### config.mk
export PLATFORM = sky130hd
export DESIGN_NAME = sr_cmd_driver_flat
export DESIGN_NICKNAME = d
export VERILOG_FILES = /design/src/rtl/sr_cmd_driver_if.sv /design/src/rtl/sr_cmd_driver.sv /design/src/flat_wrapper.sv
export SDC_FILE = /design/constraint.sdc
export NUM_CORES = 1
export LEC_CHECK = 0
export ABC_AREA = 1
export CORE_AREA = 3 3 40 42
export DETAILED_ROUTE_END_ITERATION = 7
export DIE_AREA = 0 0 43 45
export DONT_BUFFER_PORTS = 1
export GPL_TIMING_DRIVEN = 0
export SYNTH_ARGS = -nofsm -noshare
export SYNTH_HDL_FRONTEND = slang
export SYNTH_SLANG_ARGS = --single-unit
### constraint.sdc
create_clock -name clk -period 2.7 [get_ports clk]
set_input_delay 0.405 -clock clk [delete_from_list [all_inputs] [get_ports clk]]
set_output_delay 0.405 -clock clk [all_outputs]
set_load 0.03 [all_outputs]
### src/rtl/sr_cmd_driver_if.sv
// Command-side bundle for sr_cmd_driver: request handshake plus completion/status.
// master = control logic issuing commands, slave = the driver.
interface sr_cmd_driver_if;
  logic       req_valid;
  logic [1:0] req_op;
  logic       req_ready;
  logic       done;
  logic       err;
  logic       q_shadow;

  modport master (
    output req_valid,
    output req_op,
    input  req_ready,
    input  done,
    input  err,
    input  q_shadow
  );

  modport slave (
    input  req_valid,
    input  req_op,
    output req_ready,
    output done,
    output err,
    output q_shadow
  );
endinterface

### src/rtl/sr_cmd_driver.sv
// sr_cmd_driver: turns hold/set/reset/toggle requests into single legal S or R
// pulses for a registered SR flop, waits SETTLE_CYC cycles, checks the fed-back Q
// and reports completion with a status bit.
// Optional build macro SR_DRV_RETRY_EN: on a Q mismatch, re-drive up to MAX_RETRY
// extra times before reporting an error. Without it the first mismatch is an error.
module sr_cmd_driver #(
  parameter int SETTLE_CYC = 1,
  parameter int MAX_RETRY  = 2
) (
  input  logic           clk,
  input  logic           n_rst,
  sr_cmd_driver_if.slave cmd,
  output logic           S_o,
  output logic           R_o,
  input  logic           Q_fb_i
);

  localparam logic [1:0] OP_HOLD   = 2'b00;
  localparam logic [1:0] OP_SET    = 2'b01;
  localparam logic [1:0] OP_RESET  = 2'b10;
  localparam logic [1:0] OP_TOGGLE = 2'b11;

  // Settle counter holds values 1..SETTLE_CYC while in WAIT.
  localparam int WAIT_W = (SETTLE_CYC > 0) ? $clog2(SETTLE_CYC + 1) : 1;
  localparam logic [WAIT_W-1:0] WAIT_ONE  = WAIT_W'(1);
  localparam logic [WAIT_W-1:0] WAIT_LAST = WAIT_W'(SETTLE_CYC);

  // Reject nonsensical configurations at elaboration time.
  if (SETTLE_CYC < 0 || MAX_RETRY < 0) begin : g_bad_cfg
    $error("sr_cmd_driver: SETTLE_CYC and MAX_RETRY must be non-negative");
  end

  typedef enum logic [2:0] {
    ST_IDLE,
    ST_DRIVE,
    ST_WAIT,
    ST_CHECK,
    ST_RESP
  } state_t;

  state_t              state_q;
  logic                s_q;
  logic                r_q;
  logic                done_q;
  logic                err_q;
  logic                qsh_q;
  logic                target_q;
  logic                hold_q;
  logic [WAIT_W-1:0]   wait_q;

`ifdef SR_DRV_RETRY_EN
  localparam int RETRY_W = (MAX_RETRY > 0) ? $clog2(MAX_RETRY + 1) : 1;
  localparam logic [RETRY_W-1:0] RETRY_MAX = RETRY_W'(MAX_RETRY);
  logic [RETRY_W-1:0]  retry_q;
`endif

  logic accept_d;
  logic target_d;

  // Accept decode and the value the flop must end up at for the offered op.
  always_comb begin
    accept_d = cmd.req_valid && (state_q == ST_IDLE);
    target_d = Q_fb_i;
    case (cmd.req_op)
      OP_HOLD:   target_d = Q_fb_i;
      OP_SET:    target_d = 1'b1;
      OP_RESET:  target_d = 1'b0;
      OP_TOGGLE: target_d = ~Q_fb_i;
      default:   target_d = Q_fb_i;
    endcase
  end

  // Command FSM; every output is a register so S/R reach the flop glitch-free.
  // S and R are always written as a complementary pair gated by a single pulse,
  // so they can never be high together.
  always_ff @(posedge clk or negedge n_rst) begin
    if (!n_rst) begin
      state_q  <= ST_IDLE;
      s_q      <= 1'b0;
      r_q      <= 1'b0;
      done_q   <= 1'b0;
      err_q    <= 1'b0;
      qsh_q    <= 1'b0;
      target_q <= 1'b0;
      hold_q   <= 1'b0;
      wait_q   <= '0;
`ifdef SR_DRV_RETRY_EN
      retry_q  <= '0;
`endif
    end else begin
      s_q    <= 1'b0;
      r_q    <= 1'b0;
      done_q <= 1'b0;
      err_q  <= 1'b0;
      case (state_q)
        ST_IDLE: begin
          if (accept_d) begin
            target_q <= target_d;
            hold_q   <= (cmd.req_op == OP_HOLD);
`ifdef SR_DRV_RETRY_EN
            retry_q  <= '0;
`endif
            if (cmd.req_op == OP_HOLD) begin
              // Hold issues no pulse; it spends its single cycle of latency in
              // CHECK so its completion appears one cycle after accept.
              state_q <= ST_CHECK;
            end else begin
              state_q <= ST_DRIVE;
              s_q     <= target_d;
              r_q     <= ~target_d;
            end
          end
        end

        ST_DRIVE: begin
          wait_q  <= WAIT_ONE;
          state_q <= (SETTLE_CYC == 0) ? ST_CHECK : ST_WAIT;
        end

        ST_WAIT: begin
          if (wait_q == WAIT_LAST) begin
            state_q <= ST_CHECK;
          end else begin
            wait_q <= wait_q + 1'b1;
          end
        end

        ST_CHECK: begin
          if (hold_q || (Q_fb_i == target_q)) begin
            state_q <= ST_RESP;
            done_q  <= 1'b1;
            err_q   <= 1'b0;
            qsh_q   <= Q_fb_i;
          end else begin
`ifdef SR_DRV_RETRY_EN
            if (retry_q < RETRY_MAX) begin
              // Re-drive the same pulse; the counter saturates at RETRY_MAX.
              retry_q <= retry_q + 1'b1;
              state_q <= ST_DRIVE;
              s_q     <= target_q;
              r_q     <= ~target_q;
            end else begin
              state_q <= ST_RESP;
              done_q  <= 1'b1;
              err_q   <= 1'b1;
              qsh_q   <= Q_fb_i;
            end
`else
            state_q <= ST_RESP;
            done_q  <= 1'b1;
            err_q   <= 1'b1;
            qsh_q   <= Q_fb_i;
`endif
          end
        end

        ST_RESP: begin
          state_q <= ST_IDLE;
        end

        default: begin
          state_q <= ST_IDLE;
        end
      endcase
    end
  end

  assign cmd.req_ready = (state_q == ST_IDLE);
  assign cmd.done      = done_q;
  assign cmd.err       = err_q;
  assign cmd.q_shadow  = qsh_q;
  assign S_o           = s_q;
  assign R_o           = r_q;

endmodule

### src/flat_wrapper.sv
// flat-port wrapper written by rule: the top's interface ports become plain ports
module sr_cmd_driver_flat 
#(
  parameter int SETTLE_CYC = 1,
  parameter int MAX_RETRY  = 2
)
  (clk, n_rst, S_o, R_o, Q_fb_i, cmd_req_valid, cmd_req_op, cmd_req_ready, cmd_done, cmd_err, cmd_q_shadow);
  sr_cmd_driver_if cmd_i ();
  input  logic clk;
  input  logic n_rst;
  output logic S_o;
  output logic R_o;
  input  logic Q_fb_i;
  input wire logic [$bits(cmd_i.req_valid)-1:0] cmd_req_valid;
  input wire logic [$bits(cmd_i.req_op)-1:0] cmd_req_op;
  output wire logic [$bits(cmd_i.req_ready)-1:0] cmd_req_ready;
  output wire logic [$bits(cmd_i.done)-1:0] cmd_done;
  output wire logic [$bits(cmd_i.err)-1:0] cmd_err;
  output wire logic [$bits(cmd_i.q_shadow)-1:0] cmd_q_shadow;
  assign cmd_i.req_valid = cmd_req_valid;
  assign cmd_i.req_op = cmd_req_op;
  assign cmd_req_ready = cmd_i.req_ready;
  assign cmd_done = cmd_i.done;
  assign cmd_err = cmd_i.err;
  assign cmd_q_shadow = cmd_i.q_shadow;
  sr_cmd_driver #(.SETTLE_CYC(SETTLE_CYC), .MAX_RETRY(MAX_RETRY)) u_core (.clk(clk), .n_rst(n_rst), .cmd(cmd_i), .S_o(S_o), .R_o(R_o), .Q_fb_i(Q_fb_i));
endmodule
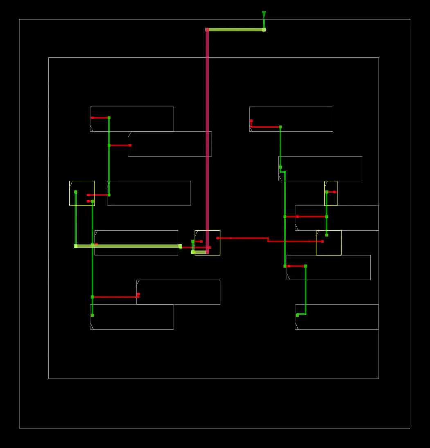
Figure 1: run 1, clock nets.
Clock Power: 0.107 mW
worst-skew pair later-pin latency: 260 ps

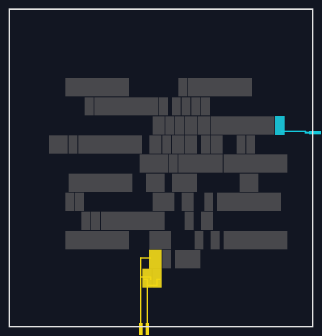
Figure 2: run 1, nets reached from selected ports.
legend:
  cmd_req_ready:
    color: cyan
    bits: 1
    direction: output
    edge: right
    end_cells: 1
    buffers: 0
    wire: 4.30 microns
  cmd_req_op:
    color: yellow
    bits: 2
    direction: input
    edge: bottom
    end_cells: 3
    buffers: 0
    wire: 21.9 microns

==> reports/notes.md, run 1 <==
After the last flow step, the layout net total stands at 64. The wire-length estimate of the detail-placed layout is 631 microns. Largest cell class by area: sequential cells. The wire length per cell is 11.3 microns.

All stages included, the depth of the critical timing path comes to 3. Setup repair after global routing left no endpoint under its margin. The count of buffers not belonging to the clock network in the layout works out to 1.

The switching component of the power was reported as 0.265 mW. The main logic family after synthesis is simple AND/OR/NAND/NOR gates. The tightest hold path in the finished design has a slack of 252 ps. The global routing stage identified its most utilized layer as met2.

End of the worst register-to-register path: u_core.target_q. The worst endpoint required time was 2300 ps; the number of cells on the worst reg-to-reg path was 4. The run gives 52 for the cell count in the Yosys report. The final hold violation count recorded for this run is 0.

Number of synthesized flops with an enable pin: 0. With the count of tool warnings at 26, the total power after layout is 0.609 mW. The most critical min-delay path falls under in2reg. In this run switching power makes up 43.6% of total power. The last timing report of the flow puts the setup violation total at 0. For the worst slack after detailed placement, the log shows 1370 ps. Measured against the total synthesized area, the mux share comes to 0%. The wire length on met1 was 337 microns.

Buffers placed on the I/O ports in this run total 0. The post-layout period usage of the worst path came out at 59.5%. The logs give 0 for the antenna diode instance count and 10.4% for the global router's overall resource usage. Yosys reports that the most numerous cell types are sky130_fd_sc_hd__nand2_1 (12), sky130_fd_sc_hd__dfrtp_1 (11), sky130_fd_sc_hd__inv_1 (10), sky130_fd_sc_hd__nand3_1 (6), sky130_fd_sc_hd__nor2_1 (4).

For reference, compound AND-OR and OR-AND cells occupy 4.96% of the area reported after synthesis. Clock tree synthesis selected as its root buffer the cell sky130_fd_sc_hd__clkbuf_4. After synthesis, the chip area reported by Yosys is 479 sq um. After Yosys synthesis, XOR and XNOR cells account for 1.83% of the synthesized area.

The maximum fanout encountered on the critical timing path was 7; the fraction of standard cell area in multi-input logic was 31.1%. The count of sequential standard cells came out at 11. The flow ran to the end, and the final reports show no timing, DRC or antenna violations. Before antenna repair, the detailed router went through 2 iterations. CTS added clock buffers totalling 3. The run gives 812 microns as the routed wire length.

For this run, global-route usage on met1 was measured as 10.5%. Buffer count from post-CTS setup fixing: 0. The sequential cell area in the final layout was 275 sq um; the power in sequential cells was 0.304 mW. Broken down by cell family, the worst path's largest delay share belongs to flip-flops.

Dividing total power by cell area gives a power density of 1140 mW/mm^2. Share of Yosys cell area claimed by the top area cell type: 57.4%. The launch point of the worst register-to-register path is recorded as u_core.state_q[0].

The largest share of the power goes to registers. After synthesis, the mean cell area works out to 9.22 sq um. The run gives 0 as the number of antenna violations at the first check in global routing.

The run gives 0 for the number of max-cap violations. No sink is reached through more buffers than the 2 on the longest clock path. The fraction of power consumed by the clock network is 17.5%, and the DRC violations left is 0.

The buffer-and-inverter tally for the worst setup path works out to 1. The endpoint with the worst hold slack was u_core.cmd.q_shadow. The top cell types in the final layout, fill and taps aside, are sky130_fd_sc_hd__nand2_1 (12), sky130_fd_sc_hd__dfrtp_1 (11), sky130_fd_sc_hd__inv_1 (10), sky130_fd_sc_hd__nand3_1 (6), sky130_fd_sc_hd__nor2_1 (4). Listed in order, past its start point the critical path passes nor2_4 > nand2_1 > inv_1.

More flip-flops sit in one register than any other, and that register is u_core.state_q. The fraction of met3 tracks used by global routing came out at 5.98%. According to the floorplan report, the die width is 43 microns. TritonCTS built the clock tree.

The overall die size recorded for this design is 0.00194 sq mm. The region available for standard cell placement spans 0.00128 sq mm. Routability-driven placement finished with a final weighted congestion of 0.667.

The layout has 4 clock buffers. With the number of non-filler instances in the completed layout at 72, the slew at the pin closest to its max-slew limit is 483 ps. In the power breakdown, the internal column shows 0.344 mW. Number of fillers in the final layout: 128.

The tools report the net count after synthesis as 58. Summing the sequential cell areas from Yosys gives 57.4% of the chip area. The run gives 3 for the number of flip-flops in the largest register. Highest-delay cell along the critical path: sky130_fd_sc_hd__dfrtp_1.

The hold buffer count at CTS is 1. Per the final report, the share of cell area in non-clock buffers is 1.87%. The longest incremental delay of any stage on the critical path is reported as 430 ps.
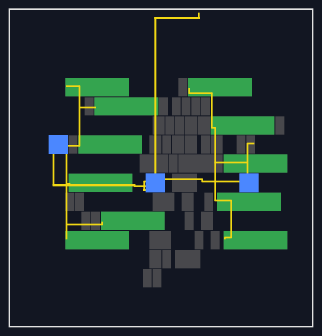
Figure 3: run 1, clock network drawn from the DEF.
legend:
  clock wires:
    color: yellow
    length: 140 microns
  clock drivers:
    color: blue
    count: 3
  flip-flops:
    color: green
    count: 11
routed clock nets: 4

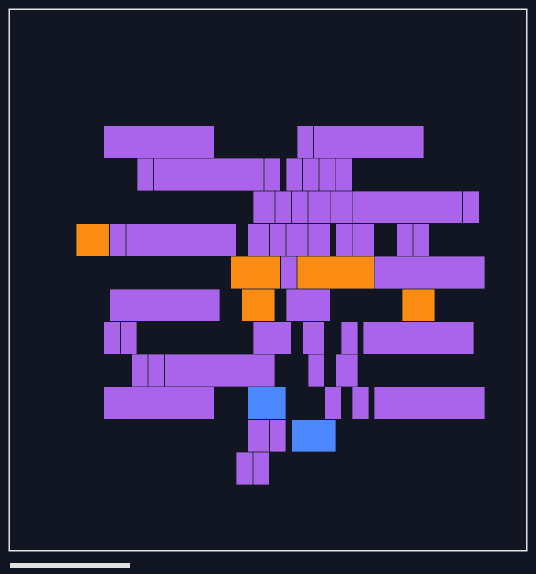
Figure 4: run 1, cell sizes after repair.
The bar under the picture is 10 microns long.
legend:
  _0 and _1 cells:
    color: purple
    cells: 50
    share: 88%
  _3 and _4 cells:
    color: orange
    cells: 5
    share: 8.8%
  _2 cells:
    color: blue
    cells: 2
    share: 3.5%

==> inputs of run 2 (changes only) <==
==> constraint.sdc (replaced) <==
create_clock -name clk -period 1.4 [get_ports clk]
set_input_delay 0.21 -clock clk [delete_from_list [all_inputs] [get_ports clk]]
set_output_delay 0.21 -clock clk [all_outputs]
set_load 0.03 [all_outputs]
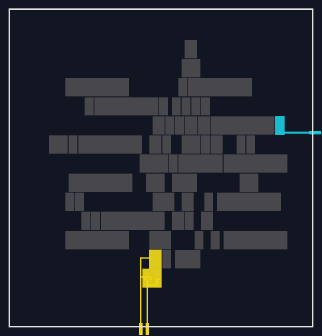
Figure 5: run 2, nets reached from selected ports.
legend:
  cmd_req_op:
    color: yellow
    bits: 2
    direction: input
    edge: bottom
    end_cells: 3
    buffers: 0
    wire: 21.9 microns
  cmd_req_ready:
    color: cyan
    bits: 1
    direction: output
    edge: right
    end_cells: 1
    buffers: 0
    wire: 4.50 microns

==> reports/notes.md, run 2 <==
Per the breakdown, switching nets consume 43.3% of all power. The pre-antenna-repair detailed-routing pass consisted of 4 iterations. The power dissipated by switching net loads came out at 0.539 mW. The worst hold path terminates at u_core.cmd.q_shadow. The run gives 57.7 ps for the final worst hold slack.

For this block, wires on met1 add up to 356 microns. For the DRC violations left, the log shows 0. The post-synth area from yosys stat was 479 sq um; the core area was 0.00128 sq mm. According to the floorplan report, the total die area is 0.00194 sq mm.

The post-layout period usage of the worst path came out at 91.7%. The fraction of standard cell area in multi-input logic was 30.3%; the overall die width was 43 microns. The cell family contributing the most delay on the critical path was flip-flops. The class of the worst hold path is in2reg.

The synthesized area per cell was 9.22 sq um. For this design, Yosys synthesis ends with a cell count of 52. The synthesized design contains 0 enable-type register cells. The pin closest to its max-slew limit shows a slew of 499 ps.

For this run, the post-layout net count is 66. Main logic family after synthesis: simple AND/OR/NAND/NOR gates. The library cells used most frequently in the layout, excluding fill and tap cells, are sky130_fd_sc_hd__nand2_1 (12), sky130_fd_sc_hd__dfrtp_1 (11), sky130_fd_sc_hd__inv_1 (9), sky130_fd_sc_hd__nand3_1 (6), sky130_fd_sc_hd__nor2_1 (4).

0 antenna diodes ended up in the layout. The clock tree root driver cell was sky130_fd_sc_hd__clkbuf_4. The multiplexer share of the synthesized area was 0%. The top contributor to total power was registers.

Logic depth along the worst register-to-register path is recorded as 5. Complex-gate fraction of the synthesized area: 4.96%. The largest cell class by area is sequential cells.

TritonCTS built the clock tree. The share of synthesized area in the top cell type comes to 57.4%. The critical path goes through inv_1 > nand2_1 > inv_2. Looking at the critical path, the single cell with the biggest stage delay is sky130_fd_sc_hd__dfrtp_1. With the number of max-cap violations at 0, the cell internal power dissipation is 0.705 mW. The flow ran to the end, and the final reports show no timing, DRC or antenna violations. Number of antenna violations at the first check in global routing: 0. Number of port buffers: 0. The completed layout was analyzed and its total power is 1.24 mW.

The plain and repair buffers instantiated in the layout total 3. Total global-route track usage over all layers is 10.4%. The number of flip-flops in the largest register is 3, and the sequential cell area in the final layout is 275 sq um. The run gives 1 as the hold buffer count at CTS. End of the worst register-to-register path: u_core.target_q. The area fraction in xor and xnor cells was 1.83%; the routed wire length was 924 microns.

Clock tree synthesis inserted a total of 3 buffers. The finished layout holds 74 standard cells, fillers aside. Before CTS, the worst setup slack after placement is 266 ps. The run gives 2 for the buffer-and-inverter tally for the worst setup path. The buffer count from post-CTS setup fixing was 0. The largest register by flop count was u_core.state_q. Counting endpoints that fail hold in the final report gives 0. For the total clock network power, the log shows 0.206 mW. The congestion estimate from routability-driven global placement came to 0.667. Counting buffers and inverters, the worst setup path is 3 cells deep.

Biggest cell delay along the critical path: 420 ps.
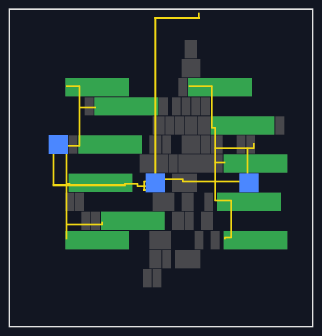
Figure 6: run 2, clock network drawn from the DEF.
legend:
  flip-flops:
    color: green
    count: 11
  clock wires:
    color: yellow
    length: 142 microns
  clock drivers:
    color: blue
    count: 3
routed clock nets: 4

==> inputs of run 3 (changes only) <==
--- a/config.mk
+++ b/config.mk
@@ -11,6 +11,7 @@
 export DIE_AREA = 0 0 43 45
 export DONT_BUFFER_PORTS = 1
 export GPL_TIMING_DRIVEN = 0
+export HOLD_SLACK_MARGIN = 0.02
 export SYNTH_ARGS = -nofsm -noshare
 export SYNTH_HDL_FRONTEND = slang
 export SYNTH_SLANG_ARGS = --single-unit
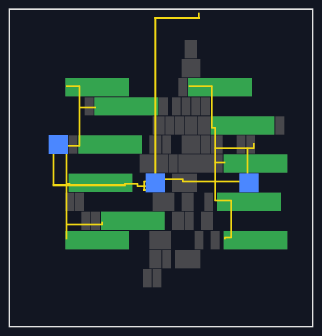
Figure 7: run 3, clock network drawn from the DEF.
legend:
  clock drivers:
    color: blue
    count: 3
  clock wires:
    color: yellow
    length: 142 microns
  flip-flops:
    color: green
    count: 11
routed clock nets: 4

==> reports/notes.md, run 3 <==
For reference, compound AND-OR and OR-AND cells occupy 4.96% of the area reported after synthesis. No sink is reached through more buffers than the 2 on the longest clock path. After synthesis, the largest area contributor takes up 57.4% of total cell area.

TritonRoute reported its final design rule violation total as 0. The number of iterations in the first detailed-routing pass came out at 4. Checking hold timing, the worst path is listed with class in2reg. The run gives 0 as the number of antenna-violating nets in the routed design. With the multiplexer share of the synthesized area at 0%, the cell internal power dissipation is 0.705 mW. The number of cells on the worst reg-to-reg path was 5; the async set or reset register ratio after synthesis was 100%. The die covers 0.00194 sq mm.

Per the layout report, the design carries 3 non-clock buffers. STA shows the worst min-delay path finishing at u_core.cmd.q_shadow. The run gives 0 for the number of synthesized flops with an enable pin. In the placement report, post-DP HPWL is listed as 631 microns. The completed layout was analyzed and its total power is 1.24 mW. The power dissipated by switching net loads is 0.539 mW. The timing report attributes the biggest portion of critical-path delay to flip-flops. The critical path goes through inv_1 > nand2_1 > inv_2.

The routed wire length is 924 microns. The synthesis stats list as the most numerous cell sky130_fd_sc_hd__nand2_1. Setup repair after global routing left no endpoint under its margin. The run finished with clean final reports. The filler cells instantiated in the layout total 127. Total power normalized to cell area comes to 2270 mW/mm^2. The largest part of the power goes to registers. Of the total power, the share spent switching nets is 43.3%.

The largest single stage delay on the critical path is 420 ps. The run gives 3 as the number of buffers added by the clock tree synthesis step. The tools report the insertion delay at the late pin of the worst-skew pair as 260 ps.

The fraction of standard cell area in multi-input logic was 30.3%. The post-layout period usage of the worst path is 91.7%. Routing layer with the top usage in global route: met2. The final hold violation count recorded for this run is 0.

The timing report gives the clock slew at the launch and capture registers of the worst setup and hold paths as 60 ps. Looking at the power breakdown, the clock network takes 16.5% of the total. TritonCTS built the clock tree.

In this run the critical register-to-register path is launched from u_core.state_q[2]. For the global-route track usage on met1, the log shows 10.5%. For this design, the slowest cell found on the critical path is sky130_fd_sc_hd__dfrtp_1. The slew at the pin closest to its max-slew limit works out to 499 ps. With the count of sequential standard cells at 11, the number of port buffers is 0.

The buffer-and-inverter tally for the worst setup path came out at 2. The fraction of met3 tracks used by global routing was 5.98%; the post-cts repair resize count was 1. More flip-flops sit in one register than any other, and that register is u_core.state_q. The critical path crosses 3 cells after its start point. The total area inside the core boundary comes to 0.00128 sq mm. Across the whole layout, storage elements account for 275 sq um. The tools report the worst endpoint required time as 1190 ps. Largest cell class by area: sequential cells. The run gives 37.3% for the initial cell density of the core. Cells fill 42.7% of the core in the end. After the flow finishes, the layout carries non-filler instances totaling 74. Per the timing report, the most critical flop-to-flop path finishes at u_core.target_q. The register with the most flip-flops in the layout has 3 of them.

The run gives 549 sq um as the final design instance area without fill. Of the combinational cells, the family taking the most area is simple AND/OR/NAND/NOR gates. For this run, the post-layout net count is 66. The detailed router put a total of 356 microns of wire on met1.

The most common logic cells in the final layout are sky130_fd_sc_hd__nand2_1 (12), sky130_fd_sc_hd__dfrtp_1 (11), sky130_fd_sc_hd__inv_1 (9), sky130_fd_sc_hd__nand3_1 (6), sky130_fd_sc_hd__nor2_1 (4). Buffers outside the clock tree occupy 4.56% of the routed design's cell area. Per the OpenROAD floorplan log, the width of the die is 43 microns.

For reference, XOR and XNOR gates occupy 1.83% of the area reported after synthesis. The total clock network power came out at 0.206 mW. The tools report the power in sequential cells as 0.589 mW. Per Yosys stat, the portion of area used by sequential elements is 57.4%. With the number of antenna violations at the first check in global routing at 0, the maximum fanout encountered on the critical timing path is 5. The count of tool warnings works out to 26.

With the synthesized area per cell at 9.22 sq um, the cell count in the Yosys report is 52. Leaving out buffers and inverters, the combinational logic in the layout accounts for 166 sq um. The final worst hold slack came out at 57.7 ps. Routability-driven placement finished with a final weighted congestion of 0.667. The hold buffer count at CTS came out at 1.

In the final layout, the clock buffer count is 4. 0 antenna diodes ended up in the layout.
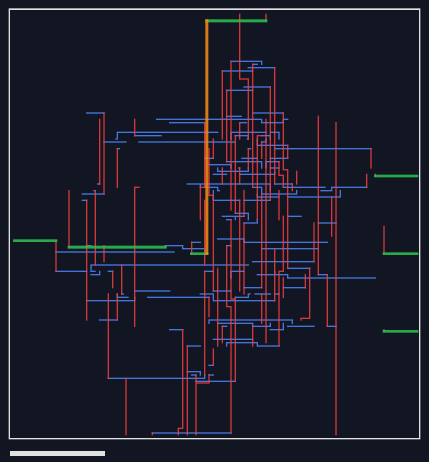
Figure 8: run 3, wiring by layer.
The bar under the picture is 10 microns long.
legend:
  metal 4:
    color: orange
    wire_length: 24.5 microns
  metal 2:
    color: red
    wire_length: 510 microns
  metal 1:
    color: blue
    wire_length: 357 microns
  metal 3:
    color: green
    wire_length: 33.6 microns

Power figures rest on the tool's default switching activity, not on a simulated workload.
